[config.mk]
export PLATFORM = sky130hd
export DESIGN_NAME = mem_arbiter
export DESIGN_NICKNAME = d
export VERILOG_FILES = /design/src/rtl/mem_arbiter.sv
export SDC_FILE = /design/constraint.sdc
export NUM_CORES = 1
export LEC_CHECK = 0
export ABC_AREA = 1
export CAP_MARGIN = 20
export CORE_MARGIN = 5
export CORE_UTILIZATION = 42
export CTS_CLUSTER_DIAMETER = 150
export DETAILED_ROUTE_END_ITERATION = 10
export GPL_TIMING_DRIVEN = 0
export PLACE_DENSITY = 0.81
export SYNTH_ARGS = -nofsm -noshare
export SYNTH_HDL_FRONTEND = slang
export SYNTH_SLANG_ARGS = --single-unit
[constraint.sdc]
create_clock -name clk -period 1.57 [get_ports clk]
set_input_delay 0.314 -clock clk [delete_from_list [all_inputs] [get_ports clk]]
set_output_delay 0.314 -clock clk [all_outputs]
set_load 0.1 [all_outputs]
[src/rtl/mem_arbiter.sv]
// Two-requester arbiter (core / loader) for one unified memory port.
// Optional round-robin tie-break: define MEM_ARB_RR_EN (default: core wins ties).
module mem_arbiter #(
    parameter int N      = 32,
    parameter int RD_LAT = 1
) (
    input  logic         clk,
    input  logic         rst,
    input  logic         core_req,
    input  logic         core_we,
    input  logic [N-1:0] core_addr,
    input  logic [N-1:0] core_wdata,
    output logic         core_gnt,
    output logic         core_rvalid,
    output logic [N-1:0] core_rdata,
    input  logic         ldr_req,
    input  logic         ldr_we,
    input  logic [N-1:0] ldr_addr,
    input  logic [N-1:0] ldr_wdata,
    output logic         ldr_gnt,
    output logic         ldr_rvalid,
    output logic [N-1:0] ldr_rdata,
    output logic         mem_we,
    output logic [N-1:0] mem_addr,
    output logic [N-1:0] mem_wdata,
    input  logic [N-1:0] mem_rdata,
    output logic         busy
);

    typedef enum logic [1:0] {
        IDLE,
        XFER,
        RWAIT
    } state_t;

    localparam logic       CORE = 1'b0;
    localparam logic       LDR  = 1'b1;
    localparam logic [1:0] LAT  = 2'(RD_LAT);

    state_t     state;
    logic       owner;
    logic       we_q;
    logic [1:0] cnt;
    logic       any_req;
    logic       win;

`ifdef MEM_ARB_RR_EN
    logic       last_owner;
`endif

    assign any_req = core_req | ldr_req;

    // Tie-break only matters when both requesters ask in the same IDLE cycle.
    always_comb begin
        win = CORE;
        if (core_req && ldr_req) begin
`ifdef MEM_ARB_RR_EN
            win = (last_owner == LDR) ? CORE : LDR;
`else
            win = CORE;
`endif
        end else if (ldr_req) begin
            win = LDR;
        end
    end

    always_ff @(posedge clk) begin
        if (rst) begin
            state       <= IDLE;
            cnt         <= 2'd0;
            owner       <= CORE;
            we_q        <= 1'b0;
            core_gnt    <= 1'b0;
            ldr_gnt     <= 1'b0;
            core_rvalid <= 1'b0;
            ldr_rvalid  <= 1'b0;
            core_rdata  <= '0;
            ldr_rdata   <= '0;
            mem_addr    <= '0;
            mem_wdata   <= '0;
`ifdef MEM_ARB_RR_EN
            last_owner  <= LDR;
`endif
        end else begin
            core_gnt    <= 1'b0;
            ldr_gnt     <= 1'b0;
            core_rvalid <= 1'b0;
            ldr_rvalid  <= 1'b0;
            unique case (state)
                IDLE: begin
                    if (any_req) begin
                        owner     <= win;
                        we_q      <= (win == LDR) ? ldr_we : core_we;
                        mem_addr  <= (win == LDR) ? ldr_addr : core_addr;
                        mem_wdata <= (win == LDR) ? ldr_wdata : core_wdata;
                        core_gnt  <= (win == CORE);
                        ldr_gnt   <= (win == LDR);
`ifdef MEM_ARB_RR_EN
                        last_owner <= win;
`endif
                        state     <= XFER;
                    end
                end
                XFER: begin
                    if (we_q) begin
                        state <= IDLE;
                    end else begin
                        cnt   <= LAT;
                        state <= RWAIT;
                    end
                end
                RWAIT: begin
                    cnt <= cnt - 2'd1;
                    if (cnt == 2'd1) begin
                        if (owner == LDR) begin
                            ldr_rdata  <= mem_rdata;
                            ldr_rvalid <= 1'b1;
                        end else begin
                            core_rdata  <= mem_rdata;
                            core_rvalid <= 1'b1;
                        end
                        state <= IDLE;
                    end
                end
                default: state <= IDLE;
            endcase
        end
    end

    // Write strobe gated by rst so a reset cycle can never write memory.
    assign mem_we = (state == XFER) & we_q & ~rst;
    assign busy   = (state != IDLE);

endmodule

==> images/m3.png <==
Scale: 4 px per um. Cells faint in the background.
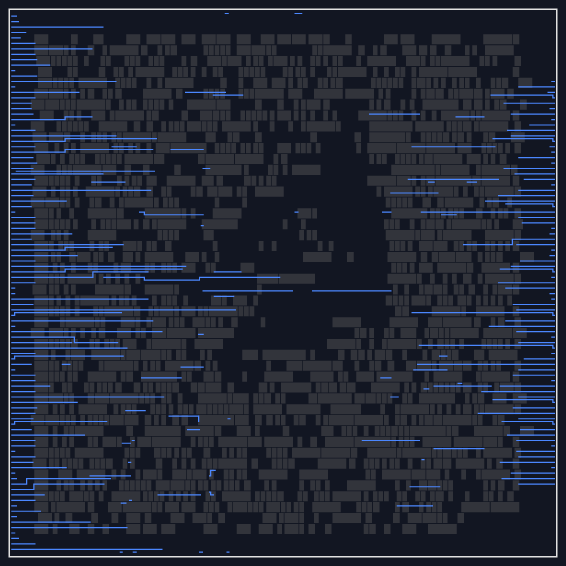
nets with wire on the layer: 200
longest straight run: 55.9 um
share of all routed wire: 11%

==> images/m2.png <==
Scale: 3 px per um.
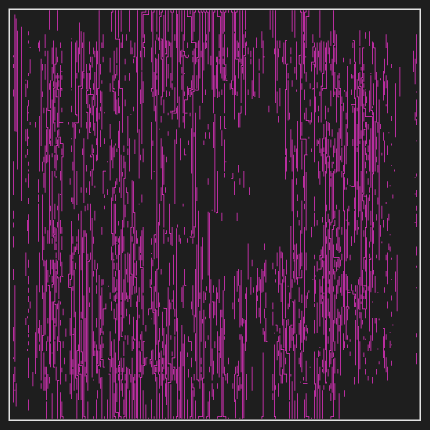
longest straight run: 58.0 um
nets with wire on the layer: 1144

==> summary.txt <==
This note records the results obtained with Yosys and OpenROAD.

Logic synthesis
The gate-level netlist out of Yosys references 22 unique cell types. The dominant kind of combinational cell is simple AND/OR/NAND/NOR gates. For reference, XOR and XNOR gates occupy 0% of the area reported after synthesis. Post-synthesis, Yosys gives the total cell area as 6720 um2. The share of flip-flops with an asynchronous set or reset is 0%. The number of enable-type register cells in the synthesized netlist is 0. The number of warnings reported in the yosys synthesis log is 0. The area fraction in mux cells is 0%. Sequential cells were found to cover 41.1% of the synthesized design area. Synthesis produced a netlist whose cell count is 1143.

The post-synthesis share of cell area spent on full adders, half adders and majority gates is 0.186%. The synthesized area divided by synthesized cell count is 5.88 um2. The synthesis-stage register bit count is 138. The dominant register cell is dfxtp_1. The synthesized-area fraction occupied by ao, oa, aoi and oai cells is 0.298%. The floorplan net count is 1310. For this design, Yosys synthesis ends with a cell count of 1143. The simple-gate share of the synthesized area is 42.7%. The post-synth design cell area is 6720 um2.

Floorplanning
The area of the chip is 18600 um2. After floorplanning, the core was sized to cover 15800 um2. The number of top-level design ports is 300. The number of placement rows is 46. For this configuration, the core starts out at a cell density of 42.6%. The die is 137 um tall.

The die span in x is 137 um.

Layout
For this run, the script counts the antenna cells in the layout as 0. The final cell area excluding filler cells is 10100 um2. The total area of sequential cells is 2770 um2. In the final layout, the fill cell count is 1515. The multi-input gate area in the final layout is 2960 um2. The non-filler instance count after layout is 1690.

The final layout contains 1630 nets. The synthesis-to-finish area growth is 50.0%. The fraction of layout cells with a size suffix above 1 is 15.3%.

Timing
The clock tree skew after final layout is 0.00569 ns. For the final routed database, the setup TNS stands at 0 ns. Setup repair after global routing could not meet its margin everywhere.

The time the worst path needs with I/O delays and setup is 1.56 ns. Post-route period utilization is reported as 99.3%. Per the final report, max-transition violations number 0. The top achievable clock speed is 0.641 GHz. From the final report, the count of setup violators was given as 0. Looking at the max-slew report, the worst-margin pin has a slew of 0.551 ns. Per the final timing report, the hold violations number 0. Checking max transition, the worst relative margin is 63.5%.

Placement
Including well taps, the total number of placed cells is 1658. Note, the detailed placer reported a final HPWL of 17.6 mm. The placed instances occupy a cell area of 10000 um2.

During placement, the flow inserted port buffers numbering 299. The routability-driven placement congestion ratio is 0.877.

CTS
For reference, the clock transition at the flip-flops on the worst setup and hold paths is 0.06 ns. The number of hold buffers added after CTS was 0. Clock tree synthesis inserted a total of 17 buffers.

Per the CTS log, the maximum H-tree level is 4. TritonCTS built the clock tree. The buffer type at the clock tree root is clkbuf_16. The clock latency at the later pin of the worst-skew pair is 0.42 ns. According to the CTS report, the clock sink count is 138. In this run the deepest clock path goes through 2 buffers.

Power
The final power report lists total power as 12.0 mW. The group drawing the most power is combinational cells. In this run, power in the clock network comes to 3.92 mW.

The cell internal power dissipation is 7.24 mW. Combinational logic is responsible for 34.5% of the overall power. The script extracted a total leakage power of 5.53 nW. The combinational-cell power consumption is 4.14 mW. The ratio of total power to cell area is 1190 nW/um2. The maximum ir drop on the vdd rail is 735 uV. Per report_power, the sequential group accounts for 32.8% of the total. The power report puts the net switching power at 4.76 mW.

The sequential group power is 3.94 mW. In this run switching power makes up 39.7% of total power. The flow reports that the clock network draws 32.7% of the design power.

Drt
The via count normalized by instance count is 4.36. The mean routed wirelength per cell is 13.0 um. The detailed router reported a total wirelength of 22.0 mm. The total DRC errors in the routed layout is 0.

The via count is 7360. The detailed router's first-iteration violation count is 309. Per the post-route antenna check, the number of violating nets is 0.

The number of detailed-route iterations in the first pass is 5.

Global route
Entering global routing, the biggest net connects 17 pins. The global-route congestion overflow total is 0. The first global-routing pass estimated 33.9 mm of wire.

The via count of the first global-routing pass is 6867. The initial antenna violation count came to 2.

Critical path
The script reports the combined buffer and inverter count of the critical path as 2. The sort of element at the start of the critical path is a register. The worst register-to-register path begins at state[0]. The critical path capture point type is a primary output. The launching element of the worst setup path is state[0]. The family with the most delay on the worst path is flip-flops. The total number of cells along the worst setup path is 3.

The longest incremental delay of any stage on the critical path is reported as 0.37 ns. The OpenROAD report gives the critical path a required time of 1.26 ns. The worst reg-to-reg setup slack is 0.07 ns.

The category of the most critical setup path is register to primary output. STA shows the worst reg2reg path with a cell count of 6. The signal on the critical path passes through inv_6 -> nor3_4 -> buf_12. Data on the critical path arrives at its endpoint at 1.25 ns.

For this design, the slowest cell found on the critical path is dfxtp_4. Max fanout on the critical path was recorded as 4.

Run
The tool warning count for the run is 29. Across the run, the number of max-cap violations was 0.

Worst hold path
STA lists the startpoint of the worst hold path as rst. The class of the worst hold path is primary input to register. In the hold timing report, the worst path depth is 2.

Outcome
The flow ran to the end, and the final reports show no timing, DRC or antenna violations.
==> images/congestion_map.png <==
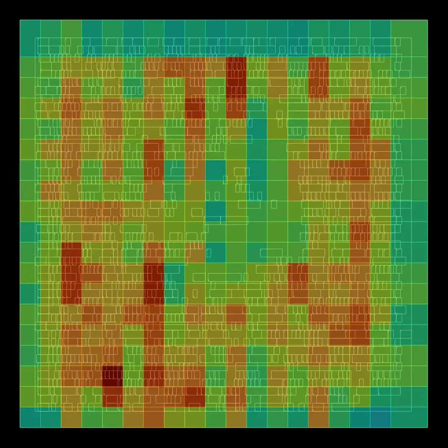
most heavily used metal layer in global routing: met2
met1 GRT Util: 24.7%
All-Layer GR Usage: 23.1%

==> registers in the layout, summed over array words and instances, names as in the netlist <==
signal,cells
core_rdata,32
mem_addr,32
core_gnt,1
owner,1
state,2
we_q,1
ldr_gnt,1
cnt,2
ldr_rdata,32
core_rvalid,1
ldr_rvalid,1
mem_wdata,32
==> cells in the final DEF (no fill, tap or decap) <==
cell | Yosys | layout
a21oi_1 | 2 | 2
buf_1 | 6 | 6
buf_12 | 0 | 2
buf_2 | 23 | 149
buf_4 | 8 | 12
buf_6 | 0 | 3
buf_8 | 0 | 1
bufinv_16 | 0 | 2
clkbuf_1 | 22 | 13
clkbuf_16 | 0 | 17
clkbuf_2 | 1 | 8
clkbuf_4 | 0 | 4
clkbuf_8 | 0 | 2
clkdlybuf4s50_1 | 0 | 164
clkinv_16 | 0 | 1
clkinv_2 | 0 | 2
clkinv_4 | 0 | 1
clkinvlp_4 | 0 | 3
dfxtp_1 | 138 | 135
dfxtp_2 | 0 | 1
dfxtp_4 | 0 | 2
ha_1 | 1 | 1
inv_1 | 202 | 202
inv_2 | 2 | 1
inv_6 | 0 | 3
nand2_1 | 363 | 361
nand2_2 | 1 | 2
nand2_4 | 0 | 1
nand3_1 | 7 | 6
nand3_4 | 0 | 1
nand4_1 | 32 | 32
nand4_4 | 0 | 1
nor2_1 | 324 | 324
nor2_2 | 4 | 1
nor2_4 | 0 | 3
nor3_1 | 2 | 1
nor3_4 | 0 | 1
o21ai_0 | 1 | 1
o21ai_1 | 1 | 1
or2_2 | 1 | 1
==> synth_stat cells, types with 2 or more instances <==
library cell  count  area (um2)
buf_1             6        22.5
buf_2            23         115
a21oi_1           2        10.0
buf_4             8        60.1
inv_2             2        7.51
nor2_2            4        25.0
nand4_1          32         200
nor3_1            2        10.0
nand2_1         363        1360
dfxtp_1         138        2760
clkbuf_1         22        82.6
inv_1           202         758
nand3_1           7        35.0
nor2_1          324        1220
==> path summary, 6_finish.rpt <==
check	end
worst max register to register	core_rdata[15]
worst min register to register	core_rdata[25]
worst min-delay path	state[1]
worst max-delay path	mem_we
==> routing by layer <==
layer / vias to the layer above / track usage [%] / wire length (um)
li1: 3914 / - / -
met1: 3142 / 24.7 / 8140
met2: 258 / 41.9 / 10900
met3: 42 / 9.19 / 2460
met4: 4 / 6.72 / 444
met5: - / 0 / 33
==> through the flow <==
step	hold slack [ns]	setup slack [ns]	util (%)
3_3_place_gp	0.460	-1.42	63.7
2_1_floorplan	0.383	-0.0264	-
4_1_cts	0.362	-0.103	63.5
5_1_grt	0.269	-0.0496	64.0
6_report	0.257	0.0104	64.0
3_5_place_dp	0.470	-1.43	63.7
==> final cells by class <==
type,instances,area share (%)
sequential,138,27.5
timing repair buffer,301,23.5
clock buffer,20,4.53
inverter,205,7.94
tap,216,2.68
clock inverter,10,1.18
multi-input combinational,740,29.4
buffer,60,3.29
==> what timing repair did <==
item	CTS	global route
gates resized	694	35
endpoints found under the setup margin	203	128
buffers inserted	0	2
pin swaps	0	2
==> cell families (layout without fill, tap and decap cells) <==
family | after synthesis | in the layout
and+or+nand+nor | 735 | 735
AOI/OAI and AO/OA | 4 | 4
buffers and inverters | 265 | 596
DFF | 138 | 138
adders and majority gates | 1 | 1
Power figures rest on the tool's default switching activity, not on a simulated workload.
